### src/rtl/load_store_unit.sv
// RV32I memory-stage load/store initiator: issues one valid/ready data-memory request
// per access, steers store lanes, extracts and extends load data, and stalls until done.
module load_store_unit (
    input  logic        clk_i,
    input  logic        rst_ni,
    input  logic        req_valid_i,
    input  logic        mem_read_i,
    input  logic        mem_write_i,
    input  logic [2:0]  funct3_i,
    input  logic [31:0] alu_result_i,
    input  logic [31:0] rs2_data_i,
    output logic        stall_o,
    output logic        done_o,
    output logic [31:0] load_data_o,
    output logic        lsu_fault_o,
    output logic        dmem_req_valid_o,
    input  logic        dmem_req_ready_i,
    output logic        dmem_we_o,
    output logic [31:0] dmem_addr_o,
    output logic [3:0]  dmem_wstrb_o,
    output logic [31:0] dmem_wdata_o,
    input  logic        dmem_resp_valid_i,
    input  logic [31:0] dmem_resp_rdata_i
);

    typedef enum logic [1:0] {
        IDLE = 2'd0,
        REQ  = 2'd1,
        RESP = 2'd2,
        DONE = 2'd3
    } state_e;

    state_e      state_q, state_d;
    logic        req_valid_q, req_valid_d;
    logic        we_q, we_d;
    logic [31:0] addr_q, addr_d;
    logic [3:0]  wstrb_q, wstrb_d;
    logic [31:0] wdata_q, wdata_d;
    logic [2:0]  funct3_q, funct3_d;
    logic [1:0]  off_q, off_d;
    logic [31:0] load_data_q, load_data_d;

    logic        access;
    logic        bad_access;
    logic        start;
    logic [3:0]  st_wstrb;
    logic [31:0] st_wdata;
    logic [31:0] shifted;
    logic [7:0]  ld_byte;
    logic [15:0] ld_half;
    logic [31:0] ld_value;

    // Illegal widths include the unsigned codes when used by a store.
    always_comb begin
        access     = mem_read_i | mem_write_i;
        bad_access = 1'b0;
        case (funct3_i)
            3'b011, 3'b110, 3'b111: bad_access = 1'b1;
            3'b100:                 bad_access = ~mem_read_i;
            3'b101:                 bad_access = ~mem_read_i | alu_result_i[0];
            3'b001:                 bad_access = alu_result_i[0];
            3'b010:                 bad_access = |alu_result_i[1:0];
            default:                bad_access = 1'b0;
        endcase
        lsu_fault_o = (state_q == IDLE) & req_valid_i & access & bad_access;
        start       = (state_q == IDLE) & req_valid_i & access & ~bad_access;
    end

    always_comb begin
        st_wstrb = 4'b1111;
        st_wdata = rs2_data_i;
        case (funct3_i[1:0])
            2'b00: begin
                st_wstrb = 4'b0001 << alu_result_i[1:0];
                st_wdata = {4{rs2_data_i[7:0]}};
            end
            2'b01: begin
                st_wstrb = alu_result_i[1] ? 4'b1100 : 4'b0011;
                st_wdata = {2{rs2_data_i[15:0]}};
            end
            default: begin
                st_wstrb = 4'b1111;
                st_wdata = rs2_data_i;
            end
        endcase
    end

    always_comb begin
        shifted = dmem_resp_rdata_i >> {off_q, 3'b000};
        ld_byte = shifted[7:0];
        ld_half = off_q[1] ? dmem_resp_rdata_i[31:16] : dmem_resp_rdata_i[15:0];
        case (funct3_q)
            3'b000:  ld_value = {{24{ld_byte[7]}}, ld_byte};
            3'b100:  ld_value = {24'b0, ld_byte};
            3'b001:  ld_value = {{16{ld_half[15]}}, ld_half};
            3'b101:  ld_value = {16'b0, ld_half};
            default: ld_value = dmem_resp_rdata_i;
        endcase
    end

    // Request fields are only written on start, so they stay frozen while waiting for ready.
    always_comb begin
        state_d     = state_q;
        req_valid_d = req_valid_q;
        we_d        = we_q;
        addr_d      = addr_q;
        wstrb_d     = wstrb_q;
        wdata_d     = wdata_q;
        funct3_d    = funct3_q;
        off_d       = off_q;
        load_data_d = load_data_q;
        case (state_q)
            IDLE: begin
                if (start) begin
                    state_d     = REQ;
                    req_valid_d = 1'b1;
                    we_d        = ~mem_read_i;
                    addr_d      = {alu_result_i[31:2], 2'b00};
                    wstrb_d     = mem_read_i ? 4'b0000 : st_wstrb;
                    wdata_d     = st_wdata;
                    funct3_d    = funct3_i;
                    off_d       = alu_result_i[1:0];
                end
            end
            REQ: begin
                if (dmem_req_ready_i) begin
                    req_valid_d = 1'b0;
                    state_d     = we_q ? DONE : RESP;
                end
            end
            RESP: begin
                if (dmem_resp_valid_i) begin
                    load_data_d = ld_value;
                    state_d     = DONE;
                end
            end
            DONE: begin
                state_d = IDLE;
            end
            default: begin
                state_d = IDLE;
            end
        endcase
    end

    always_ff @(posedge clk_i or negedge rst_ni) begin
        if (!rst_ni) begin
            state_q     <= IDLE;
            req_valid_q <= 1'b0;
            we_q        <= 1'b0;
            addr_q      <= 32'b0;
            wstrb_q     <= 4'b0;
            wdata_q     <= 32'b0;
            funct3_q    <= 3'b0;
            off_q       <= 2'b0;
            load_data_q <= 32'b0;
        end else begin
            state_q     <= state_d;
            req_valid_q <= req_valid_d;
            we_q        <= we_d;
            addr_q      <= addr_d;
            wstrb_q     <= wstrb_d;
            wdata_q     <= wdata_d;
            funct3_q    <= funct3_d;
            off_q       <= off_d;
            load_data_q <= load_data_d;
        end
    end

    assign stall_o          = start | (state_q == REQ) | (state_q == RESP);
    assign done_o           = (state_q == DONE);
    assign load_data_o      = load_data_q;
    assign dmem_req_valid_o = req_valid_q;
    assign dmem_we_o        = we_q;
    assign dmem_addr_o      = addr_q;
    assign dmem_wstrb_o     = wstrb_q;
    assign dmem_wdata_o     = wdata_q;

endmodule

### config.mk
export PLATFORM = sky130hd
export DESIGN_NAME = load_store_unit
export DESIGN_NICKNAME = d
export VERILOG_FILES = /design/src/rtl/load_store_unit.sv
export SDC_FILE = /design/constraint.sdc
export NUM_CORES = 1
export LEC_CHECK = 0
export ABC_CLOCK_PERIOD_IN_PS = 1730
export CAP_MARGIN = 20
export CELL_PAD_IN_SITES_DETAIL_PLACEMENT = 2
export CELL_PAD_IN_SITES_GLOBAL_PLACEMENT = 2
export CORE_MARGIN = 3
export CORE_UTILIZATION = 24
export DETAILED_ROUTE_END_ITERATION = 8
export PLACE_DENSITY = 0.86
export SYNTH_ARGS = -nofsm -noshare
export SYNTH_HDL_FRONTEND = slang
export SYNTH_SLANG_ARGS = --single-unit
### constraint.sdc
create_clock -name clk_i -period 1.73 [get_ports clk_i]
set_input_delay 0.173 -clock clk_i [delete_from_list [all_inputs] [get_ports clk_i]]
set_output_delay 0.173 -clock clk_i [all_outputs]
set_load 0.03 [all_outputs]
==> CHANGELOG.md <==
## Implementation

- Status: finished, violations left
- Failing checks: setup timing
- Final worst setup slack: -276 ps
- Initial DRC count: 132
- Detailed placement HPWL: 14,300 um
- Root Buffer: clkbuf_16
- Clock sink total: 107
- Syn_area_per_cell: 11.5 um2
- Rows: 52
- IR drop worst, VDD: 0.000736 V
- Worst R2R Path Depth: 9
- Num CTS Buffers: 9
- Final setup vio count: 73
- Clk_lat worst skew: 350 ps
- DRT antenna net count: 0
- Worst-path clk slew: roughly 70 ps
- WHS: 357 ps
- WL per Instance: 21.0 um
- Syn Std Cell Area: 5110 um2
- DR vias/cell: 4.66
- Max FO, Critical Path: 2
- Core box area: 20,600 um2
- Slew Limit Fails: 0
- Asr flop ratio synth: 100%
- Die Y: 152 um
- Max incr delay on CP: between 300 and 400 ps
- Tcrit/Tclk final: 116%
- Drt pass-1 iters: 4
- #FFs+latches synth: 107
- Antenna violations before repair: 1
- Fp util: 24.9%
- Sequential fraction of the synthesis area: 52.4%
- Yosys chip area: between 5000 and 6000 um2
- Max Freq: around 500 MHz
- Most instantiated logic cells after routing: clkdlybuf4s50_1, dfrtp_1, mux2_2
-- routing by layer --
| metal | global-route usage (%) | share of wire [%] | vias to the layer above |
|---|---|---|---|
| met1 | 19.3 | 41 | 2281 |
| li1 | - | - | 2056 |
| met4 | 4.11 | 1.2 | 0 |
| met2 | 30.2 | 52 | 149 |
| met3 | 4.92 | 5.8 | 16 |
| met5 | 0 | 0 | - |
-- worst max-delay path: cells and delay by family, from the launching register on --
kind / cells / cell delay (ps)
AOI/OAI and AO/OA: 1 / 190
adders and majority gates: 1 / 160
buffers and inverters: 3 / 350
DFF: 1 / 380
and+or+nand+nor: 2 / 390
-- area by class of cell --
class	instances	area share, %
Clock buffer	9	2.63
Clock inverter	7	0.863
Inverter	8	0.351
Antenna cell	1	0.0293
Sequential cell	107	31.3
Tap cell	270	3.95
Multi-Input combinational cell	299	28.1
Timing Repair Buffer	265	32.7
-- through the flow --
stage | cell area [um2] | util (%) | power, uW
6_report | 8550 | 41.6 | 15900
5_1_grt | 8550 | 41.6 | 16800
4_1_cts | 8260 | 40.2 | 15700
3_5_place_dp | 7730 | 37.6 | 13300
3_3_place_gp | 7730 | 37.6 | 12900
2_1_floorplan | 5140 | - | 9170
-- worst max-delay path by stage --
| stage | from | end | depth (start not counted) |
|---|---|---|---|
| after floorplan | state_q[1] | stall_o | 7 |
| after global placement | funct3_i[0] | dmem_addr_o[9] | 6 |
| after detailed placement | funct3_i[0] | dmem_addr_o[4] | 6 |
| after CTS | state_q[0] | stall_o | 7 |
| after global routing | state_q[0] | stall_o | 7 |
| final | state_q[0] | stall_o | 7 |
-- where the power goes --
group          leakage (uW)  total, uW  switching, uW  internal (uW)
Combinational       0.00212       9120           4930           4200
Sequential          0.00128       4650            896           3750
Clock              0.000147       2140           1000           1140
-- sequential cells by signal (all words and copies together), names as in the netlist, 2 cells and up --
name and flops:
off_q 2, dmem_addr_o 30, dmem_wstrb_o 4, funct3_q 3
state_q 2, load_data_o 32, dmem_wdata_o 32
-- cell usage after synthesis, types with 2 or more instances --
cell / instances
ha_1: 5
inv_1: 8
nor2b_1: 6
mux2_2: 84
a21oi_1: 49
nand2_1: 29
o41ai_1: 4
nand2b_1: 7
clkbuf_1: 17
buf_1: 3
nand3_1: 4
mux2i_1: 14
buf_4: 7
nor2_1: 20
o211ai_1: 4
buf_2: 3
o21a_1: 3
or2_2: 2
nand3b_1: 9
mux2_1: 7
dfrtp_1: 107
o21ai_0: 32
o22a_1: 2
-- timing repair --
item	CTS	global route
setup buffers	9	9
hold buffers	1	0
gates resized	29	45
endpoints found under the hold margin	107	0
pin swaps	8	4
cloned	4	2
endpoints found under the setup margin	71	95
-- cells by family after synthesis --
family                   after synthesis  share of synthesized area (%)
AND-OR/OR-AND                        102                           11.2
adder cells (fa/ha/maj)                5                           1.22
buffers and inverters                 39                           3.67
flip-flops                           107                           52.4
multiplexers                         106                           23.2
other                                  1                         0.0734
AND/OR/NAND/NOR                       84                           8.18
met3.png
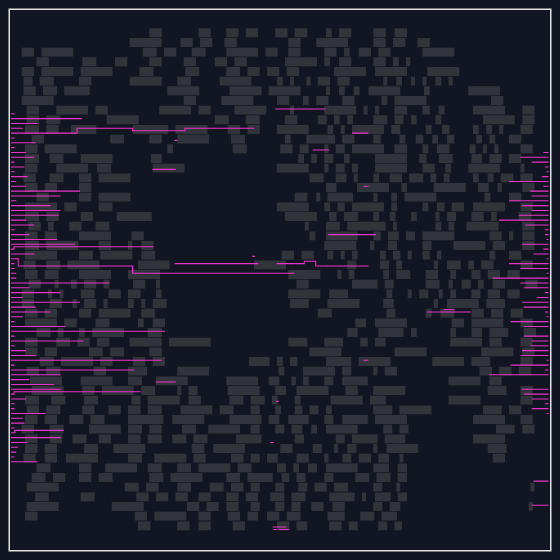
wire length on this layer: 1,180 um
main direction: horizontal
nets with wire on the layer: 135
Via Count: 4,502
Routed WL: 20,300 um

drive_strength.png
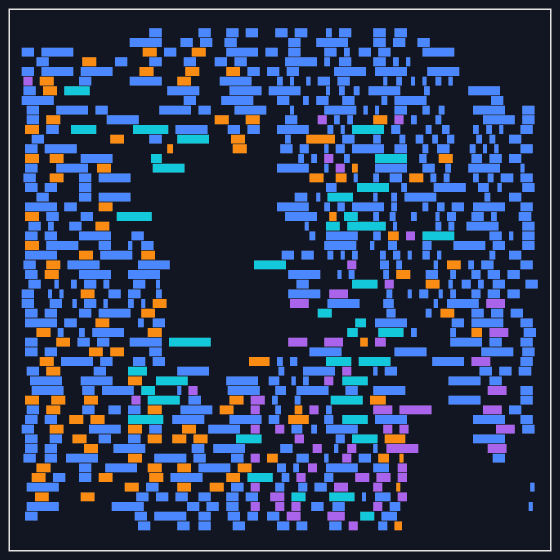
legend:
  cyan:
    size: drive 6 and up
    cells: 38
    most_used: buf_12
  orange:
    size: drive 2
    cells: 97
    most_used: mux2_2
  purple:
    size: drive 3 to 4
    cells: 57
    most_used: buf_4
  blue:
    size: drive 1 or less
    cells: 503
    most_used: clkdlybuf4s50_1
Design Area, Final: 8550 um2
final worst setup slack: -276 ps
Non-clk bufs: 265
synthesis-to-layout area growth: 67.3%

Power figures rest on the tool's default switching activity, not on a simulated workload.
